$ cat src/rtl/kmul_pkg.sv
// Shared definitions for the pipelined Karatsuba multiplier.
// Latency: pure definitions, no logic of its own.
// Backpressure: not applicable.
package kmul_pkg;

    // Register stages between input handshake and result.
    localparam int KMUL_LATENCY = 3;

    // Widest operand the magnitude helper can handle.
    localparam int KMUL_MAX_N = 64;

    // Two's-complement magnitude of x when is_neg is set; identity otherwise.
    // Callers zero-extend an N-bit operand and keep the low N bits of the
    // result, so -2^(N-1) comes back as 2^(N-1).
    function automatic logic [KMUL_MAX_N-1:0] kmul_abs(
        input logic [KMUL_MAX_N-1:0] x,
        input logic                  is_neg
    );
        return is_neg ? -x : x;
    endfunction

endpackage

$ cat src/rtl/kmul_pipe_reg.sv
// Generic pipeline register slice with a valid bit (load / hold / clear).
// Latency: 1 cycle from in_v to v.
// Backpressure: loads when empty or when the next stage loads; holds otherwise.
module kmul_pipe_reg #(
    parameter int W = 8
) (
    input  logic         clk_i,
    input  logic         rst_ni,
    input  logic         clear_i,
    input  logic         in_v,
    input  logic [W-1:0] in_dat,
    input  logic         nxt_load,
    output logic         v,
    output logic [W-1:0] dat,
    output logic         load
);

    // A slot is free when empty, or when its occupant moves on this edge.
    assign load = ~v | nxt_load;

    // Valid bit follows the load; clear drops validity but leaves data stale.
    always_ff @(posedge clk_i or negedge rst_ni) begin
        if (!rst_ni) begin
            v   <= 1'b0;
            dat <= '0;
        end else if (clear_i) begin
            v   <= 1'b0;
        end else if (load) begin
            v <= in_v;
            if (in_v) begin
                dat <= in_dat;
            end
        end
    end

endmodule

$ cat src/rtl/karatsuba_mul_pipe.sv
// One-level Karatsuba N x N multiplier, signed/unsigned per beat, with tag sideband.
// Latency: 3 cycles from input handshake to out_valid_o; one result per cycle.
// Backpressure: up to 3 beats buffered; in_ready_o drops when the pipe is full or clear_i is high.
module karatsuba_mul_pipe #(
    parameter int N     = 32,
    parameter int TAG_W = 4,
    parameter int M     = 2*N
) (
    input  logic             clk_i,
    input  logic             rst_ni,
    input  logic             clear_i,
    input  logic             in_valid_i,
    output logic             in_ready_o,
    input  logic [N-1:0]     num1_i,
    input  logic [N-1:0]     num2_i,
    input  logic             signed_i,
    input  logic [TAG_W-1:0] tag_i,
    output logic             out_valid_o,
    input  logic             out_ready_i,
    output logic [M-1:0]     resul_o,
    output logic [TAG_W-1:0] tag_o,
    output logic [1:0]       occ_o
);
    import kmul_pkg::*;

    localparam int H = N / 2;

    if ((N % 2) != 0 || N < 4 || N > KMUL_MAX_N) begin : g_bad_n
        $error("karatsuba_mul_pipe: N must be even, >= 4 and <= %0d", KMUL_MAX_N);
    end
    if (M != 2*N) begin : g_bad_m
        $error("karatsuba_mul_pipe: M is derived as 2*N and must not be overridden");
    end

    // Control carried with every transaction.
    typedef struct packed {
        logic             neg;
        logic [TAG_W-1:0] tag;
    } kmul_ctl_t;

    typedef struct packed {
        kmul_ctl_t    ctl;
        logic [N-1:0] p;     // a_hi * b_hi
        logic [N-1:0] q;     // a_lo * b_lo
        logic [H:0]   r;     // a_hi + a_lo
        logic [H:0]   s;     // b_hi + b_lo
    } s1_t;

    typedef struct packed {
        kmul_ctl_t    ctl;
        logic [N-1:0] p;
        logic [N-1:0] q;
        logic [N:0]   mid;   // a_hi*b_lo + a_lo*b_hi
    } s2_t;

    typedef struct packed {
        logic [TAG_W-1:0] tag;
        logic [M-1:0]     res;
    } s3_t;

    logic         v1, v2, v3;
    logic         ld1, ld2, ld3;
    s1_t          s1_d, s1_q;
    s2_t          s2_d, s2_q;
    s3_t          s3_d, s3_q;

    logic         a_neg, b_neg;
    logic [N-1:0] a_mag, b_mag;
    logic [H-1:0] a_hi, a_lo, b_hi, b_lo;
    logic [N+1:0] t;
    logic [N:0]   u;
    logic [M-1:0] mag;

    // Stage 1 inputs: operand magnitudes split into halves.
    assign a_neg = signed_i & num1_i[N-1];
    assign b_neg = signed_i & num2_i[N-1];
    assign a_mag = N'(kmul_abs(KMUL_MAX_N'(num1_i), a_neg));
    assign b_mag = N'(kmul_abs(KMUL_MAX_N'(num2_i), b_neg));
    assign a_hi  = a_mag[N-1:H];
    assign a_lo  = a_mag[H-1:0];
    assign b_hi  = b_mag[N-1:H];
    assign b_lo  = b_mag[H-1:0];

    // Stage 1 payload: the three half-width partial operands.
    always_comb begin
        s1_d         = '0;
        s1_d.ctl.neg = a_neg ^ b_neg;
        s1_d.ctl.tag = tag_i;
        s1_d.p       = N'(a_hi) * N'(b_hi);
        s1_d.q       = N'(a_lo) * N'(b_lo);
        s1_d.r       = (H+1)'(a_hi) + (H+1)'(a_lo);
        s1_d.s       = (H+1)'(b_hi) + (H+1)'(b_lo);
    end

    // Stage 2 inputs: middle term recovered as (r*s) - (p+q), never negative.
    assign t = (N+2)'(s1_q.r) * (N+2)'(s1_q.s);
    assign u = (N+1)'(s1_q.p) + (N+1)'(s1_q.q);

    // Stage 2 payload: outer products plus the middle term.
    always_comb begin
        s2_d     = '0;
        s2_d.ctl = s1_q.ctl;
        s2_d.p   = s1_q.p;
        s2_d.q   = s1_q.q;
        s2_d.mid = (N+1)'(t - (N+2)'(u));
    end

    // Stage 3 inputs: recombine and reapply the sign.
    assign mag = (M'(s2_q.p) << N) + (M'(s2_q.mid) << H) + M'(s2_q.q);

    // Stage 3 payload: final product and tag.
    always_comb begin
        s3_d     = '0;
        s3_d.tag = s2_q.ctl.tag;
        s3_d.res = s2_q.ctl.neg ? -mag : mag;
    end

    kmul_pipe_reg #(.W($bits(s1_t))) u_s1 (
        .clk_i    (clk_i),
        .rst_ni   (rst_ni),
        .clear_i  (clear_i),
        .in_v     (in_valid_i),
        .in_dat   (s1_d),
        .nxt_load (ld2),
        .v        (v1),
        .dat      (s1_q),
        .load     (ld1)
    );

    kmul_pipe_reg #(.W($bits(s2_t))) u_s2 (
        .clk_i    (clk_i),
        .rst_ni   (rst_ni),
        .clear_i  (clear_i),
        .in_v     (v1),
        .in_dat   (s2_d),
        .nxt_load (ld3),
        .v        (v2),
        .dat      (s2_q),
        .load     (ld2)
    );

    kmul_pipe_reg #(.W($bits(s3_t))) u_s3 (
        .clk_i    (clk_i),
        .rst_ni   (rst_ni),
        .clear_i  (clear_i),
        .in_v     (v2),
        .in_dat   (s3_d),
        .nxt_load (out_ready_i),
        .v        (v3),
        .dat      (s3_q),
        .load     (ld3)
    );

    assign in_ready_o  = ~clear_i & ld1;
    assign out_valid_o = v3;
    assign resul_o     = s3_q.res;
    assign tag_o       = s3_q.tag;
    assign occ_o       = 2'(v1) + 2'(v2) + 2'(v3);

endmodule

$ cat config.mk
export PLATFORM = sky130hd
export DESIGN_NAME = karatsuba_mul_pipe
export DESIGN_NICKNAME = d
export VERILOG_FILES = /design/src/rtl/kmul_pkg.sv /design/src/rtl/kmul_pipe_reg.sv /design/src/rtl/karatsuba_mul_pipe.sv
export SDC_FILE = /design/constraint.sdc
export NUM_CORES = 2
export LEC_CHECK = 0
export CAP_MARGIN = 15
export CORE_MARGIN = 1
export CORE_UTILIZATION = 50
export DETAILED_ROUTE_END_ITERATION = 8
export PLACE_DENSITY = 0.65
export REMOVE_ABC_BUFFERS = 1
export SYNTH_ARGS = -nofsm -noshare
export SYNTH_HDL_FRONTEND = slang
export SYNTH_SLANG_ARGS = --single-unit
$ cat constraint.sdc
create_clock -name clk_i -period 9.3 [get_ports clk_i]
set_clock_uncertainty 0.1 [all_clocks]
set_input_delay 1.86 -clock clk_i [delete_from_list [all_inputs] [get_ports clk_i]]
set_output_delay 1.86 -clock clk_i [all_outputs]
set_load 0.1 [all_outputs]
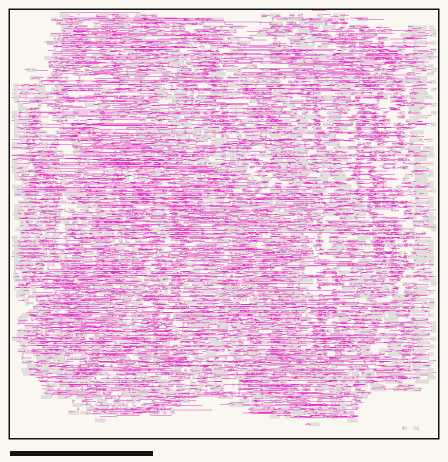
Fig. 1. Signal wires on met1.
The bar under the picture is 100 µm long.
- nets with wire on the layer: 6204
- wire length on this layer: 54.2 mm
- main direction: horizontal
- longest straight run: 80.7 µm
overall via count from detail_route: 35760
met1 Track Usage GR: 38.86%
DRT Wirelength: 123900 µm

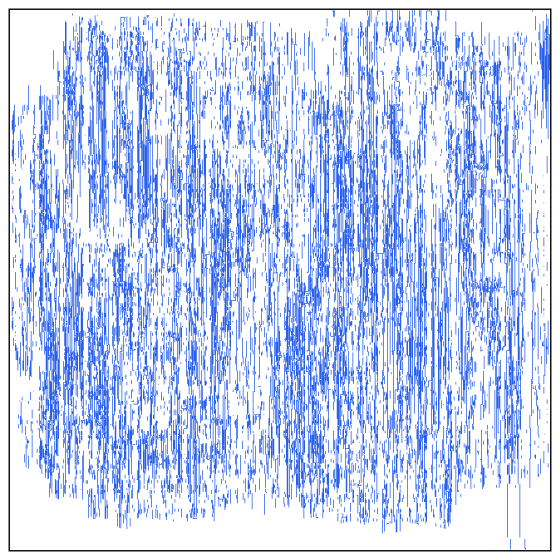
Fig. 2. Metal 2.
- main direction: vertical
- share of all routed wire: 47%
- wire length on this layer: 57.7 mm
- longest straight run: 147 µm
GR met2 Demand/Resource: 46.80%

==> run summary <==
This note records the results obtained with Yosys and OpenROAD.

Yosys
The synthesized netlist has a Yosys-reported chip area of between 0.04 and 0.05 mm². In this run, distinct cell masters in the synthesized netlist total around 89. The sequential-to-total area share from yosys stat is between 15 and 20%.

After technology mapping, the gate count stands at between 5000 and 6000. Per the synthesis report, the single largest cell type by area occupies between 30% and 40% of cell area. The number of synthesized register bits is about 280. The most frequently used flop master after synthesis is dfrtp_1.

Final layout
In the final layout, the multi-input gates occupy approximately 0.034 mm². The share of cells above drive strength 1 is around an eighth. The sequential cells in the finished layout cover a total of slightly below 0.007 mm².

Worst setup path
The startpoint kind of the worst setup timing path is an input pin. The path type of the worst setup path is in2reg. The endpoint class of the critical path is a register. The stage delay of the slowest cell on the critical path is approximately 0.54 ns.

Timing
The maximum clock rate is approximately 110 MHz. In the final timing run, aggregate negative setup slack is 0 ns. The final critical path takes up slightly below 100% of the cycle. The transition time of the tightest slew-check pin is between 1 and 1.5 ns.

Run status
The run finished with clean final reports.

Global route
For this run, the total global-route usage over all layers was measured as 28.33%. In this run the most used layer during global routing was met2. The via count of the first global-routing pass is 36650. The first global-routing pass estimated roughly 200000 µm of wire. The global route total overflow is 0.

Die
The floorplan report gives the top-level pin count as 146. The die is between 200 and 300 µm tall. The area of the die is roughly 0.089 mm².

The floorplan step defined a core boundary enclosing 0.08702 mm².

Clock tree
At the later pin of the worst-skew pair, clock insertion delay measures 0.58 ns. The CTS H-tree depth is 1. The CTS buffer count is 30.

Routing
The DRC violation count after routing is 0.

Placed design
The total of buffers placed on input and output ports is approximately 150. The wire-length estimate of the detail-placed layout is 104500 µm.

Min path
The type recorded for the worst min-delay path is reg2reg.
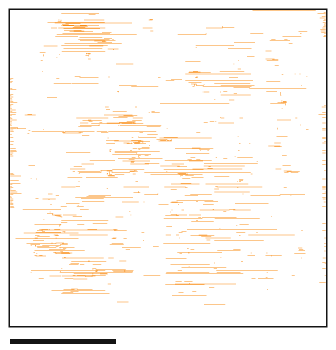
Fig. 3. Met3 routing.
The bar under the picture is 100 µm long.
- main direction: horizontal
- longest straight run: 101 µm
met3 usage in global routing: 3.257%

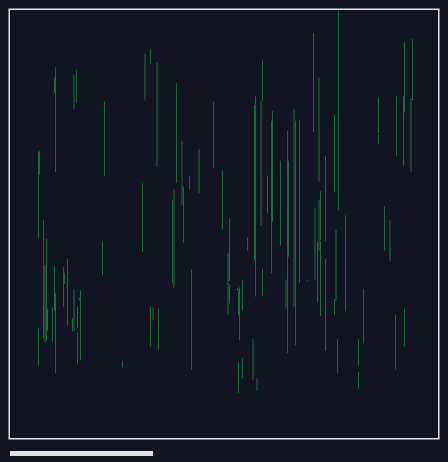
Fig. 4. The metal 4 layer.
The bar under the picture is 100 µm long.
- nets with wire on the layer: 86
- share of all routed wire: 3.5%
- main direction: vertical
- wire length on this layer: 4370 µm

[worst paths after layout]
kind	start	end	slack (ns)	cells past startpoint
worst max-delay path	num1_i[1]	u_s1.dat[94]	0.30	37
worst min-delay path	u_s2.dat[100]	u_s3.dat[67]	0.36	2
worst max register to register	u_s1.dat[1]	u_s2.dat[32]	1.74	22
worst min register to register	u_s2.dat[100]	u_s3.dat[67]	0.36	2
max in group asynchronous	rst_ni	u_s1.dat[73]	6.52	2
min in group asynchronous	rst_ni	u_s2.dat[39]	1.13	1
[cell type report]
class	count	share of cell area [%]
multi-input combinational	3711	64.98
sequential	276	13.40
timing repair buffer	620	9.867
inverter	936	6.851
tap	1155	2.803
clock buffer	41	1.655
clock inverter	15	0.4392
antenna	1	0.004854
[what timing repair did]
| item | in CTS | in global routing |
|---|---|---|
| resized | 61 | 100 |
| buffers inserted | 10 | 24 |
| endpoints found under the setup margin | 23 | 34 |
| pin swaps | 24 | 86 |
[kinds of logic after synthesis]
group	count (synthesis)	synth area share [%]
DFF	276	15.67
and+or+nand+nor	1611	16.38
muxes	19	0.4655
adders and majority gates	1082	42.24
xor gates and xnor gates	251	4.987
AOI/OAI and AO/OA	748	10.62
buffers and inverters	1126	9.637
[routing by layer]
metal	part of all wire, %	routed length (µm)
met5	0	0
met3	6.2	7660
met4	3.5	4374
met1	44	54200
met2	47	57700
[sequential cells by signal, summed over array words and instances (netlist names)]
register / cells
u_s1.dat: 103
u_s1.v: 1
u_s2.dat: 102
u_s2.v: 1
u_s3.dat: 68
u_s3.v: 1
[cells in the final DEF, fill, tap and decap left out, types with 14 or more instances in the layout]
cell type,Yosys,routed
inv_1,908,894
nand2_1,807,800
fa_1,677,666
buf_4,0,465
ha_1,405,396
nor2_1,344,335
o21ai_0,312,298
dfrtp_1,276,276
and2_1,173,169
clkdlybuf4s50_1,0,135
xnor2_1,136,128
a21oi_1,128,120
xor2_1,115,114
a21o_1,67,67
nor3_1,54,52
nand3_1,44,41
o31ai_1,46,40
clkbuf_16,0,31
or3_1,26,24
nand2b_1,24,23
clkinv_1,27,23
a211oi_1,24,23
and3_1,22,22
a31oi_1,19,16
nand4_1,16,16
nor4_1,17,15
o21a_1,15,15
nor2b_1,15,14
[metrics by stage]
step           utilization [%]  hold slack, ns  area (µm²)  setup slack [ns]
6_report                 59.25          0.3650       51560            0.2968
4_1_cts                  58.58          0.3691       50980          -0.02810
3_3_place_gp             56.99          0.3463       49600            -1.206
5_1_grt                  59.24          0.3840       51560          -0.05171
3_5_place_dp             56.99          0.3559       49600            -1.290
2_1_floorplan                -          0.3331       43350           -0.6341
[worst register-to-register path: cells and delay by family, from the launching register on]
family / cells / cell delay [ns]
buffers and inverters: 3 / 0.17
flip-flops: 1 / 0.91
adder cells (fa/ha/maj): 7 / 3.44
AND-OR/OR-AND: 8 / 1.82
AND/OR/NAND/NOR: 4 / 1.03
